--- src/rtl/uart_rx_fsm.sv ---
// Frame sequencer for the UART receive path: start detect, sampler/checker scheduling, result strobes.
// Define UART_RX_ERR_CNT_EN to add the saturating err_cnt output.
module uart_rx_fsm #(
    parameter int PRESCALE_W = 6,
    parameter int BIT_CNT_W  = 4
) (
    input  logic                  clk,
    input  logic                  rst,
    input  logic                  RX_IN,
    input  logic                  PAR_EN,
    input  logic [PRESCALE_W-1:0] prescale,
    input  logic [BIT_CNT_W-1:0]  bit_cnt,
    input  logic [PRESCALE_W-1:0] edge_cnt,
    input  logic                  strt_glitch,
    input  logic                  par_err,
    input  logic                  stp_err,
    output logic                  cnt_enable,
    output logic                  cnt_clr,
    output logic                  dat_samp_en,
    output logic                  deser_en,
    output logic                  strt_chk_en,
    output logic                  par_chk_en,
    output logic                  stp_chk_en,
    output logic                  data_valid,
    output logic                  frame_err
`ifdef UART_RX_ERR_CNT_EN
    ,
    output logic [7:0]            err_cnt
`endif
);

    localparam logic [2:0] IDLE   = 3'd0;
    localparam logic [2:0] START  = 3'd1;
    localparam logic [2:0] DATA   = 3'd2;
    localparam logic [2:0] PARITY = 3'd3;
    localparam logic [2:0] STOP   = 3'd4;
    localparam logic [2:0] DONE   = 3'd5;

    localparam logic [BIT_CNT_W-1:0] LAST_DATA_BIT = BIT_CNT_W'(8);
    localparam logic [BIT_CNT_W-1:0] MAX_FRAME_BIT = BIT_CNT_W'(10);

    logic [2:0]            state_q, state_d;
    logic                  abortClr_q, abortClr_d;
    logic                  parSamp_q, stpSamp_q;
    logic                  parFlag_q, stpFlag_q;
    logic [PRESCALE_W-1:0] chkPt, lastPt;
    logic                  atChk, atLast, busy, overrun, startGlitch;

    assign chkPt  = (prescale >> 1) + PRESCALE_W'(2);
    assign lastPt = prescale - PRESCALE_W'(1);
    assign atChk  = (edge_cnt == chkPt);
    assign atLast = (edge_cnt == lastPt);
    assign busy   = (state_q == START) || (state_q == DATA) ||
                    (state_q == PARITY) || (state_q == STOP);
    // A bit count past the longest frame means the counter lost sync; bail out to IDLE.
    assign overrun     = busy && (bit_cnt > MAX_FRAME_BIT);
    assign startGlitch = (state_q == START) && atLast && strt_glitch;

    always_comb begin
        state_d    = state_q;
        abortClr_d = 1'b0;
        case (state_q)
            IDLE:    if (!RX_IN) state_d = START;
            START: begin
                if (startGlitch) begin
                    state_d    = IDLE;
                    abortClr_d = 1'b1;
                end else if (atLast) begin
                    state_d = DATA;
                end
            end
            DATA:    if (atLast && (bit_cnt == LAST_DATA_BIT)) state_d = PAR_EN ? PARITY : STOP;
            PARITY:  if (atLast) state_d = STOP;
            STOP:    if (atLast) state_d = DONE;
            DONE:    state_d = RX_IN ? IDLE : START;
            default: state_d = IDLE;
        endcase
        if (overrun) begin
            state_d    = IDLE;
            abortClr_d = 1'b1;
        end
    end

    // Checker results are valid the cycle after their strobe, so the strobe is delayed one cycle.
    always_ff @(posedge clk) begin
        if (rst) begin
            state_q    <= IDLE;
            abortClr_q <= 1'b0;
            parSamp_q  <= 1'b0;
            stpSamp_q  <= 1'b0;
            parFlag_q  <= 1'b0;
            stpFlag_q  <= 1'b0;
        end else begin
            state_q    <= state_d;
            abortClr_q <= abortClr_d;
            parSamp_q  <= par_chk_en;
            stpSamp_q  <= stp_chk_en;
            if ((state_d == START) && (state_q != START)) begin
                parFlag_q <= 1'b0;
                stpFlag_q <= 1'b0;
            end else begin
                if (parSamp_q && par_err) parFlag_q <= 1'b1;
                if (stpSamp_q && stp_err) stpFlag_q <= 1'b1;
            end
        end
    end

    assign cnt_enable  = !rst && busy;
    assign dat_samp_en = !rst && busy;
    assign cnt_clr     = rst || abortClr_q;
    assign strt_chk_en = !rst && (state_q == START)  && atChk;
    assign deser_en    = !rst && (state_q == DATA)   && atChk;
    assign par_chk_en  = !rst && (state_q == PARITY) && atChk;
    assign stp_chk_en  = !rst && (state_q == STOP)   && atChk;
    assign data_valid  = !rst && (state_q == DONE) && !(parFlag_q || stpFlag_q);
    assign frame_err   = !rst && (state_q == DONE) &&  (parFlag_q || stpFlag_q);

`ifdef UART_RX_ERR_CNT_EN
    logic [7:0] errCnt_q, errCnt_d;

    always_comb begin
        errCnt_d = errCnt_q;
        if ((frame_err || startGlitch) && (errCnt_q != 8'hFF)) errCnt_d = errCnt_q + 8'd1;
    end

    always_ff @(posedge clk) begin
        if (rst) errCnt_q <= 8'd0;
        else     errCnt_q <= errCnt_d;
    end

    assign err_cnt = errCnt_q;
`endif

endmodule

--- config.mk ---
export PLATFORM = sky130hd
export DESIGN_NAME = uart_rx_fsm
export DESIGN_NICKNAME = d
export VERILOG_FILES = /design/src/rtl/uart_rx_fsm.sv
export SDC_FILE = /design/constraint.sdc
export NUM_CORES = 1
export LEC_CHECK = 0
export CAP_MARGIN = 20
export CORE_UTILIZATION = 50
export CTS_CLUSTER_SIZE = 25
export DETAILED_ROUTE_END_ITERATION = 7
export DONT_BUFFER_PORTS = 1
export GPL_TIMING_DRIVEN = 0
export PLACE_DENSITY_LB_ADDON = 0.2
export SKIP_LAST_GASP = 1
export SLEW_MARGIN = 20
export SYNTH_ARGS = -nofsm -noshare
export SYNTH_HDL_FRONTEND = slang
export SYNTH_SLANG_ARGS = --single-unit
--- constraint.sdc ---
create_clock -name clk -period 9.2 [get_ports clk]
set_clock_uncertainty 0.2 [all_clocks]
set_input_delay 2.76 -clock clk [delete_from_list [all_inputs] [get_ports clk]]
set_output_delay 2.76 -clock clk [all_outputs]
set_load 0.05 [all_outputs]
Run 1, met2 routing:
(10 px per µm)
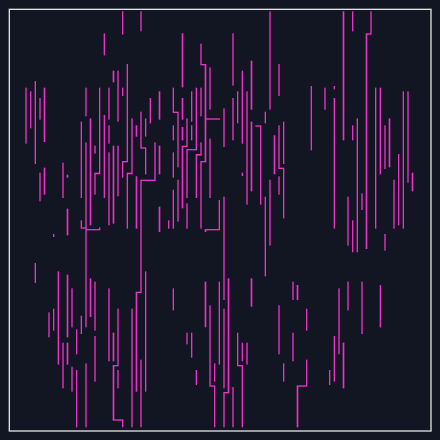
wire length on this layer	820 µm
longest straight run	21.4 µm
share of all routed wire	50%

Run 1, clock wiring as the flow saved it:
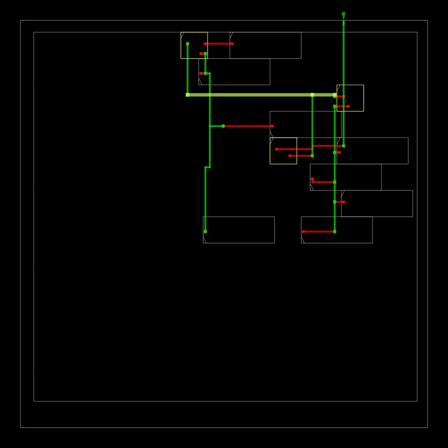
worst skew pair latency: 0.25 ns
Clock buffer cells: 3

==> run summary, run 1 <==
P per Cell Area: 103.1 nW/µm²
Core area: 1506 µm²
Number of library cell types mapped by synthesis: 35
Setup crit end kind: output pin
YS chip area: 800.8 µm²
Commonest Layout Cell: xnor2_1
Max IR drop VDD: 0.00005713 V
Resized cells post-CTS: 0
Post-Synthesis Cell Area: 800.8 µm²
Worst reg2reg path endpoint: state_q[0]$_SDFF_PP0_
Final count of hold timing violations: 0
CTS tree: built
CTS max path bufs: 2
Mapped Nets: 128
Row cnt: 14
Worst-path fanout max: 6
Initial antenna violation count: 0
Static leakage: 0.3044 nW
Worst r2r src: state_q[0]$_SDFF_PP0_
Starting DRT DRC Count: 9
R2R Setup Slk: 7.23 ns
Post-layout period usage: 84.54%
Final Max Tran Viols: 0
Worst slew pin tran: 1.075 ns
Top Layout Cells: 10 x xnor2_1, 8 x dfxtp_1, 7 x nand2_1, 7 x nor2_1
Hold Crit Class: flop to flop
Ys cells: 101
Hold slack: 0.3150 ns
GR Util All Layers: 20.50%
Post-Synthesis Cells: 101
Nets: 134
Critical path startpoint: prescale[2]
Total Wirelength: 1.653 mm
Crit path time final: 7.778 ns
DIE WIDTH: 42.02 µm
Buffers on Ports: 0
Core Density at Floorplan: 53.16%
Antenna Nets Post-Route: 0
R2R depth: 5
# DRC: 0
Count of tool warnings: 28
#FFs+latches synth: 8
First-pass GRT wire length: 2.822 mm
Maximum Capacitance Violations: 0
Htree depth: 1
Post-synth ARST share: 0%
Count of final setup violators: 0
Slew margin rel.: 28.36%
Vias: 719
Syn avg cell area: 7.928 µm²
WL/cell: 13.66 µm
Worst-path clk slew: 0.05 ns
Fmax: 128.6 MHz
Filler Cell Count: 163
Vert. Die Dim: 42.02 µm
RSZ-0062 raised after global routing: false
Layout cell share with drive strength beyond 1: 18.10%
Clock sinks: 8
Status: complete, no violations
DRT Pass-1 Iters: 4
Worst Setup EP: strt_chk_en
DR vias/cell: 5.942
Antenna Cells: 0
Global route total overflow: 0
CP Data Required Time: 6.24 ns
IO Pins: 32
Die area: 1766 µm²
Post-synth seq share: 20.00%
Number of global-route vias before repair: 667
Area Growth Syn to Fin: 8.906%
Cts bufs inserted: 3
CTS Hold Bufs: 0
Setup TNS: 0 ns
Startpoint types: primary input
CTS root buffer: clkbuf_4
Post-synth EDFFs: 0
Yosys Warn Count: 0
CP Data Arrival Time: 4.82 ns
Run 1, local utilization:
(10 px per µm) The die is cut into 8 by 8 equal tiles; black is low, pale yellow is high, 0 to 100% covered.
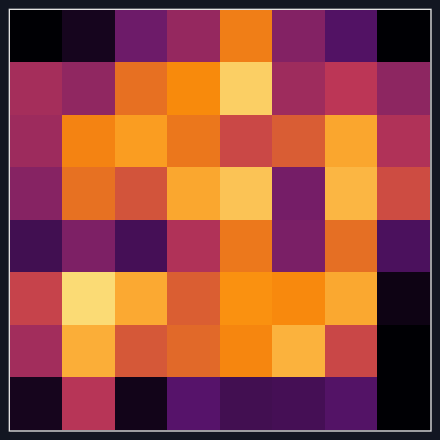
nearly empty tiles	6.2%
mean over tiles	48%
fullest tile	92%

[run 1: stage by stage]
| stage | utilization, % | std cells | total power [mW] | instance area, µm² | worst slack (ns) |
|---|---|---|---|---|---|
| 6_report | 57.89 | 121 | 0.08989 | 872.1 | 1.422 |
| 5_1_grt | 57.89 | 121 | 0.09633 | 872.1 | 1.191 |
| 4_1_cts | 57.89 | 121 | 0.09164 | 872.1 | 1.370 |
| 3_5_place_dp | 56.40 | 118 | 0.06494 | 849.6 | 1.355 |
| 3_3_place_gp | 54.48 | 117 | 0.06401 | 820.8 | 0.6724 |
| 2_1_floorplan | - | 101 | 0.06150 | 800.8 | 0.8789 |
[run 1: sequential cells by signal (all words and copies together) (netlist names)]
signal / count
state_q: 3
abortClr_q: 1
parFlag_q: 1
parSamp_q: 1
stpFlag_q: 1
stpSamp_q: 1
[run 1: critical path, stage by stage]
cell and delay (ns):
inv_1 0.03, ha_1 0.30, xnor2_1 0.15, nand3_1 0.09, a2111oi_0 0.38, o211ai_1 0.32, nor3_2 0.78
[run 1: Yosys cell counts (all sizes together), types with 3 or more instances]
cell,n,share of area (%)
xor2,5,6.4
dfxtp,8,20
a21oi,6,3.8
ha,4,6.3
nor2b,3,2.3
a211oi,3,2.8
nand2b,4,3.1
nand2,7,3.3
nand3,4,3.1
nor3,7,4.4
nand4,3,2.3
inv,6,2.8
xnor2,10,11
nor2,7,3.3
[run 1: logic make-up (layout without fill, tap and decap cells)]
logic type	count (synthesis)	in the layout	synth area share, %
xor gates and xnor gates	15	15	17.34
and+or+nand+nor	44	44	30.00
DFF	8	8	20.00
adders and majority gates	4	4	6.250
AOI/OAI and AO/OA	20	20	20.31
buffers and inverters	10	14	6.094
[run 1: final cells by class]
type,instances,area [µm²],share of cell area [%]
multi-input combinational,83,613.1,70.30
sequential,8,160.2,18.36
tap,16,20.02,2.296
buffer,4,26.28,3.013
clock buffer,3,22.52,2.582
inverter,6,22.52,2.582
timing repair buffer,1,7.507,0.8608
[run 1: report_power, final]
part           internal, mW  switching (mW)
registers            0.0354        0.000166
logic                0.0118          0.0168
clock network        0.0149          0.0109
total                0.0620          0.0279
[run 1: per-layer routing]
metal | wire length (µm) | up-vias | global-route usage (%)
met4 | 0 | 0 | 3.750
met1 | 724 | 327 | 27.30
met3 | 109 | 0 | 4.741
li1 | - | 368 | -
met2 | 819 | 24 | 34.38
met5 | 0 | - | 0
[run 1: how the worst min path moves through the flow]
stage / slack, ns / startpoint / cells after the start / to
3_3_place_gp: 0.30 / stpSamp_q$_SDFF_PP0_ / 2 / stpFlag_q$_SDFFE_PP0P_
3_5_place_dp: 0.31 / parSamp_q$_SDFF_PP0_ / 2 / parFlag_q$_SDFFE_PP0P_
6_report: 0.32 / parSamp_q$_SDFF_PP0_ / 2 / parFlag_q$_SDFFE_PP0P_
2_1_floorplan: 0.29 / stpSamp_q$_SDFF_PP0_ / 2 / stpFlag_q$_SDFFE_PP0P_
5_1_grt: 0.36 / parSamp_q$_SDFF_PP0_ / 2 / parFlag_q$_SDFFE_PP0P_
4_1_cts: 0.32 / parSamp_q$_SDFF_PP0_ / 2 / parFlag_q$_SDFFE_PP0P_
Run 1, routed clock nets over the placement:
(6 px per µm)
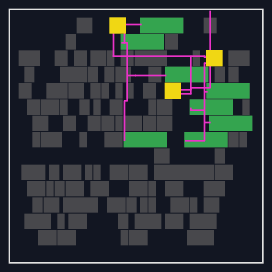

==> run 1 -> run 2 <==
==> constraint.sdc (replaced) <==
create_clock -name clk -period 6.75 [get_ports clk]
set_clock_uncertainty 0.2 [all_clocks]
set_input_delay 2.025 -clock clk [delete_from_list [all_inputs] [get_ports clk]]
set_output_delay 2.025 -clock clk [all_outputs]
set_load 0.05 [all_outputs]
Run 2, routed clock nets over the placement:
(6 px per µm)
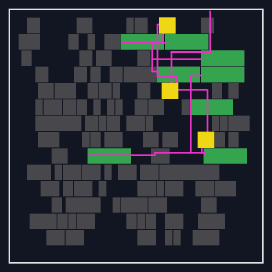
[green] flip-flops | count: 8
[yellow] clock drivers | count: 3
[magenta] clock wires | length: 111 µm
routed clock nets	4
clock share of power: 28.9%
clk pwr: 35.8 µW

Run 2, PDN straps and rails:
(10 px per µm) Pins as bars on the die edge.
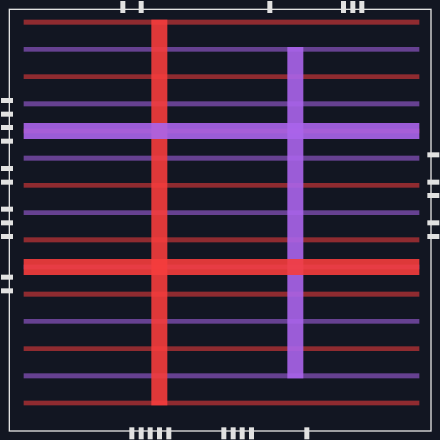
colour	net
purple	VDD
red	VSS
signal pins	32
met5 straps	2
met1 rails	15

==> run 2 against run 1 <==
Cell count fell by 0.83%. Hold slack got worse by 0.0058 ns. Clock power rose by 39%. Global-route usage rose by 1.9 points. First-iteration DRC count rose to 3.0 times the previous value. Register-to-register slack got worse by 2.6 ns. Clock-buffer cell count did not move. Sequential power rose by 37%.
==> run summary, run 2 <==
Status: complete, no violations
CTS tree: built
Post-DP Area: 842.1 µm²
Post-synth seq share: 20.00%
Maximum Capacitance Violations: 0
Syn avg cell area: 7.928 µm²
Buffers on Ports: 0
Count of final setup violators: 0
Number of global-route vias before repair: 709
Fmax: 156.3 MHz
Area Growth Syn to Fin: 9.063%
Cell taking the most area after synthesis: dfxtp_1
Global route total overflow: 0
Core area: 1506 µm²
Commonest cells post-synth: 10 x xnor2_1, 8 x dfxtp_1, 7 x nand2_1, 7 x nor2_1, 7 x nor3_1
Max-area cell share: 20.00%
Hold Crit Class: flop to flop
CTS root buffer: clkbuf_4
Vert. Die Dim: 42.02 µm
Vias: 727
Die area: 1766 µm²
Post-synth EDFFs: 0
Layout cell share with drive strength beyond 1: 17.31%
CTS max path bufs: 2
Worst slew pin tran: 1.074 ns
Commonest Layout Cell: xnor2_1
YS chip area: 800.8 µm²
Count leader, synth: xnor2_1
Static leakage: 0.2989 nW
Cts bufs inserted: 3
Top Layout Cells: 10 x xnor2_1, 8 x dfxtp_1, 7 x nand2_1, 7 x nor2_1
Worst-path clk slew: 0.05 ns
DIE WIDTH: 42.02 µm
Nets: 133
Count of tool warnings: 28
DR vias/cell: 6.058
Clock sinks: 8
Final Max Tran Viols: 0
CTS Hold Bufs: 0
Post-Synthesis Cells: 101
Resized cells post-CTS: 0
Startpoint types: primary input
Worst skew pair latency: 0.25 ns
CP Data Arrival Time: 4.17 ns
GR Util All Layers: 22.37%
Final Cell Area: 873.3 µm²
Slew margin rel.: 28.38%
Top cells by area: dfxtp_1 20%, xnor2_1 11%, ha_1 6.3%
Slowest-stage cell, CP: nor3_2
Number of flip-flops in the largest register: 3
Core Density at Floorplan: 53.16%
# DRC: 0
Largest Register: state_q
RSZ-0062 raised after global routing: false
Total Wirelength: 1.699 mm
Worst-path fanout max: 6
Critical Path Max Stage Delay: 0.79 ns
Dpl cells: 117
P per Cell Area: 141.7 nW/µm²
Final count of hold timing violations: 0
Crit path time final: 6.397 ns
Post-synth ARST share: 0%
Mapped Nets: 128
Antenna Nets Post-Route: 0
Setup TNS: 0 ns
Yosys Warn Count: 0
Run 2, met2 routing:
(10 px per µm)
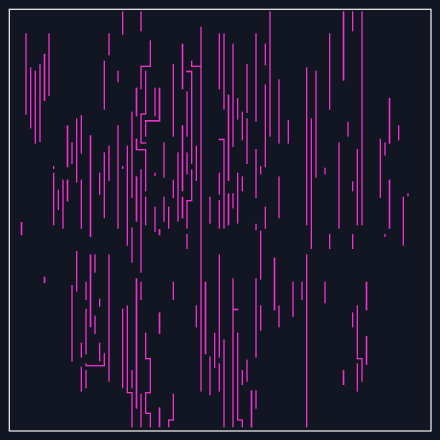
share of all routed wire	46%
longest straight run	36.4 µm

[run 2: kinds of logic after synthesis]
family / share of synthesized area [%]
AND/OR/NAND/NOR: 30.00
AND-OR/OR-AND: 20.31
XOR/XNOR: 17.34
buffers and inverters: 6.094
flip-flops: 20.00
adder cells (fa/ha/maj): 6.250
[run 2: where the power goes]
part	switching, mW	total (mW)	internal, mW
Clock	0.0155	0.0358	0.0203
Sequential	0.000306	0.0485	0.0482
Combinational	0.0234	0.0395	0.0160
Total	0.0392	0.124	0.0845
[run 2: cell type report]
type / instances / area [µm²]
clock buffers: 3 / 22.52
multi-input cells: 83 / 621.8
flip-flops and latches: 8 / 160.2
well taps: 16 / 20.02
inverters: 6 / 22.52
plain buffers: 4 / 26.28
fillers: 155 / 633.1
[run 2: worst paths after layout]
kind	from	end	slack [ns]	depth (start not counted)
worst max-delay path	prescale[2]	strt_chk_en	0.35	7
worst min-delay path	stpSamp_q$_SDFF_PP0_	stpFlag_q$_SDFFE_PP0P_	0.31	2
worst max register to register	state_q[0]$_SDFF_PP0_	state_q[0]$_SDFF_PP0_	4.68	5
worst min register to register	stpSamp_q$_SDFF_PP0_	stpFlag_q$_SDFFE_PP0P_	0.31	2
[run 2: worst max-delay path, delay by kind of cell]
family / cells / cell delay (ns)
AND-OR/OR-AND: 2 / 0.80
XOR/XNOR: 1 / 0.14
adder cells (fa/ha/maj): 1 / 0.30
buffers and inverters: 1 / 0.03
AND/OR/NAND/NOR: 2 / 0.88
[run 2: routing by layer]
metal	track usage (%)	wire length [µm]	vias up
li1	-	-	366
met2	35.31	788	27
met1	31.27	786	334
met4	7.500	0	0
met5	0	0	-
met3	3.448	124	0
[run 2: through the flow]
step | utilization, % | hold slack (ns) | power, mW | worst slack [ns]
finish | 57.97 | 0.3092 | 0.1238 | 0.3533
global route | 57.97 | 0.3598 | 0.1323 | 0.1492
global placement | 54.90 | 0.2960 | 0.08740 | 0.02485
floorplan | - | 0.2854 | 0.08395 | 0.2386
detailed placement | 55.90 | 0.3102 | 0.08874 | 0.1392
CTS | 57.39 | 0.3150 | 0.1252 | 0.1287
Run 2, clock wiring as the flow saved it:
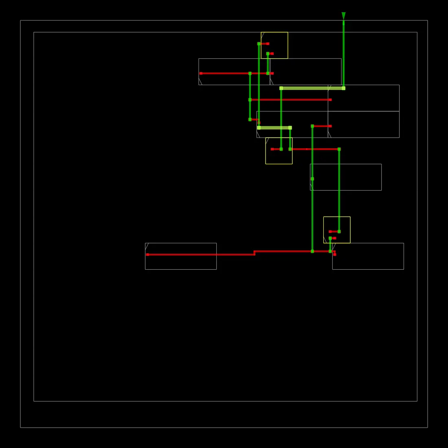

==> run 2 -> run 3 <==
--- a/config.mk
+++ b/config.mk
@@ -5,6 +5,7 @@
 export SDC_FILE = /design/constraint.sdc
 export NUM_CORES = 1
 export LEC_CHECK = 0
+export ABC_AREA = 1
 export CAP_MARGIN = 20
 export CORE_UTILIZATION = 50
 export CTS_CLUSTER_SIZE = 25
Run 3, clock wiring as the flow saved it:
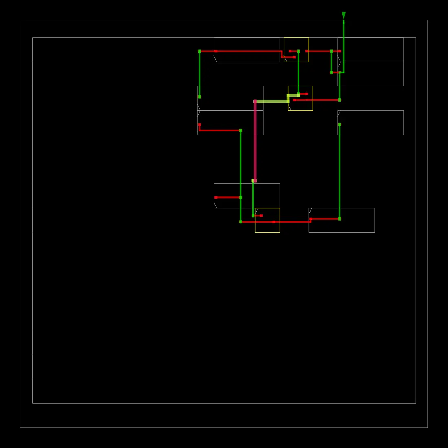
clock sinks: 8
seq_cells: 8
cts bufs inserted: 3

Run 3, local utilization:
(8 px per µm) The die is cut into 9 by 9 equal tiles; black is low, pale yellow is high, 0 to 100% covered.
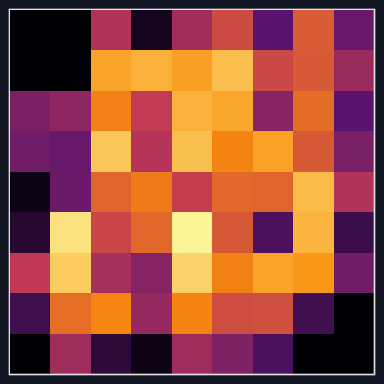
nearly empty tiles	9.9%
tiles over 75% full	21%
densest ninth of the die	middle
fullest tile	98%

==> run 3 against run 2 <==
Hold slack worse by 0.032 ns. Non-clock buffer count is 3 lower. Sequential power is 3% higher. Clock-buffer cell count stayed put. Register-to-register slack better by 0.47 ns. Global-route usage is 3.6 points lower. Worst setup slack better by 0.52 ns. Clock power hardly changed. Maximum frequency is 8.8% higher. Wire length is 6.4% higher. Final area is 17% higher. Critical path depth stayed put. Critical path type unchanged. Critical endpoint is now stp_chk_en. Largest cell class unchanged. Largest power group unchanged.
==> run summary, run 3 <==
Status: complete, no violations
Buf/Inv on CP: 1
IO Pins: 32
RSZ-0062 raised after global routing: false
Static leakage: 0.4832 nW
Top Layout Cells: 34 x nand2_1, 25 x nor2_1, 21 x inv_1, 8 x nand3_1, 8 x dfxtp_1
DR vias/cell: 5.028
Top cells by area: dfxtp_1 17%, nand2_1 14%, nor2_1 9.9%
Number of library cell types mapped by synthesis: 33
CTS max path bufs: 2
Count of final setup violators: 0
Post-Synthesis Cells: 152
GR Util All Layers: 18.74%
Core area: 1745 µm²
CTS tree: built
Syn avg cell area: 6.215 µm²
First-pass GRT wire length: 2.891 mm
Slowest-stage cell, CP: nor2_1
Vert. Die Dim: 45.47 µm
Setup TNS: 0 ns
Worst-path fanout max: 6
CTS Hold Bufs: 0
Row cnt: 15
Global route total overflow: 0
Post-synth EDFFs: 0
Comb area leader: simple AND/OR/NAND/NOR gates
Post-synthesis simple-gate area fraction: 51.52%
Worst slew pin tran: 1.130 ns
Mux share: 0%
Antenna Nets Post-Route: 0
# DRC: 0
P per Cell Area: 132.4 nW/µm²
CP Data Arrival Time: 3.65 ns
Nets: 184
Max IR drop VDD: 0.00005525 V
Htree depth: 1
Commonest cells post-synth: 34 x nand2_1, 25 x nor2_1, 21 x inv_1, 8 x dfxtp_1, 8 x nand3_1
CP Data Required Time: 4.53 ns
Largest Register: state_q
#FFs+latches synth: 8
Starting DRT DRC Count: 23
Count of tool warnings: 28
Crit path top cell by count: nor2_1
WL/cell: 10.04 µm
Crit path time final: 5.879 ns
Slew margin rel.: 24.70%
Post-Synthesis Cell Area: 944.7 µm²
Vias: 905
Total Wirelength: 1.808 mm
Mapped Nets: 179
Hold Crit Class: flop to flop
Worst skew pair latency: 0.25 ns
Number of global-route vias before repair: 735
Core Density at Floorplan: 54.12%
Worst-path clk slew: 0.05 ns
Die area: 2067 µm²
DRT Pass-1 Iters: 4
Antenna Cells: 0
Post-layout period usage: 87.10%
Cell taking the most area after synthesis: dfxtp_1
Initial antenna violation count: 0
Setup crit end kind: output pin
Top Family by Delay on Critical Path: simple AND/OR/NAND/NOR gates
DIE WIDTH: 45.47 µm
Crit-path cells: inv_1 -> ha_1 -> xnor2_1 -> o2111ai_1 -> nor2_1 -> nand2_1 -> nor2_1
Ys cells: 152
Fin util: 58.35%
Hpwl dp: 1.555 mm
Layout cell share with drive strength beyond 1: 20.65%
Critical Path Max Stage Delay: 0.74 ns
Final Max Tran Viols: 0
Count leader, synth: nand2_1
Commonest Layout Cell: nand2_1
Maximum Capacitance Violations: 0
Compound-Gate Fraction of Synth Area: 11.52%
Filler Cell Count: 187
XOR/XNOR Fraction of Synth Area: 2.781%
Startpoint types: primary input
Max-area cell share: 16.95%
Final count of hold timing violations: 0
Yosys Warn Count: 0
Post-synth seq share: 16.95%
Adder share: 5.298%
Number of flip-flops in the largest register: 3
Resized cells post-CTS: 0
Post-synth ARST share: 0%
Run 3, routed clock nets over the placement:
(6 px per µm)
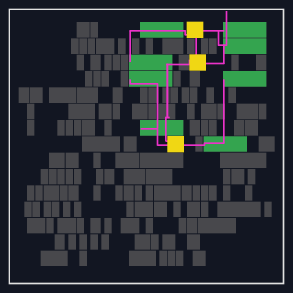
[green] flip-flops | count: 8
[magenta] clock wires | length: 104 µm
[yellow] clock drivers | count: 3
routed clock nets	4
clock share of power: 26.5%

==> run 3: worst paths after layout <==
kind                          from                     end  slack (ns)  cells past startpoint
max                    prescale[3]              stp_chk_en        0.87                      7
min           parSamp_q$_SDFF_PP0_  parFlag_q$_SDFFE_PP0P_        0.28                      2
max reg2reg  state_q[1]$_SDFF_PP0_   state_q[1]$_SDFF_PP0_        5.15                      8
min reg2reg   parSamp_q$_SDFF_PP0_  parFlag_q$_SDFFE_PP0P_        0.28                      2
==> run 3: worst min-delay path: stages, from the launching register on <==
cell and delay (ns):
dfxtp_1 0.30, a21oi_1 0.06, nor2_1 0.09
==> run 3: layer usage <==
| metal | up-vias | global-route usage, % | share of wire [%] |
|---|---|---|---|
| met3 | 2 | 3.571 | 5.5 |
| li1 | 488 | - | - |
| met4 | 0 | 3.636 | 0.44 |
| met5 | - | 0 | 0 |
| met1 | 389 | 26.67 | 50 |
| met2 | 26 | 29.14 | 44 |
==> run 3: power breakdown <==
part / internal [mW] / switching [mW] / total, mW / leakage, nW
logic: 0.0167 / 0.0324 / 0.0492 / 0.405
registers: 0.0486 / 0.00131 / 0.0499 / 0.0648
clock network: 0.0203 / 0.0155 / 0.0358 / 0.0138
total: 0.0856 / 0.0492 / 0.135 / 0.483
==> run 3: cell families after synthesis <==
group / count (synthesis)
xor gates and xnor gates: 3
DFF: 8
adders and majority gates: 4
and+or+nand+nor: 92
buffers and inverters: 29
AOI/OAI and AO/OA: 16
==> run 3: layout make-up <==
cell class | count | area, µm² | area share [%]
Inverter | 28 | 105.1 | 10.32
Tap cell | 25 | 31.28 | 3.071
Buffer | 1 | 7.507 | 0.7371
Multi-Input combinational cell | 115 | 691.9 | 67.94
Sequential cell | 8 | 160.2 | 15.72
Clock buffer | 3 | 22.52 | 2.211
==> run 3: stage by stage <==
stage	std cells	hold slack [ns]	area (µm²)	power [mW]	setup slack, ns
after floorplan	152	0.2516	944.7	0.09444	1.001
after global placement	177	0.2627	975.9	0.09916	0.8687
after detailed placement	177	0.2730	987.2	0.1001	0.8481
after CTS	180	0.2863	1010	0.1365	0.8511
after global routing	180	0.2980	1018	0.1460	0.7647
final	180	0.2772	1018	0.1349	0.8706
Power is estimated from default activity; no workload was simulated.
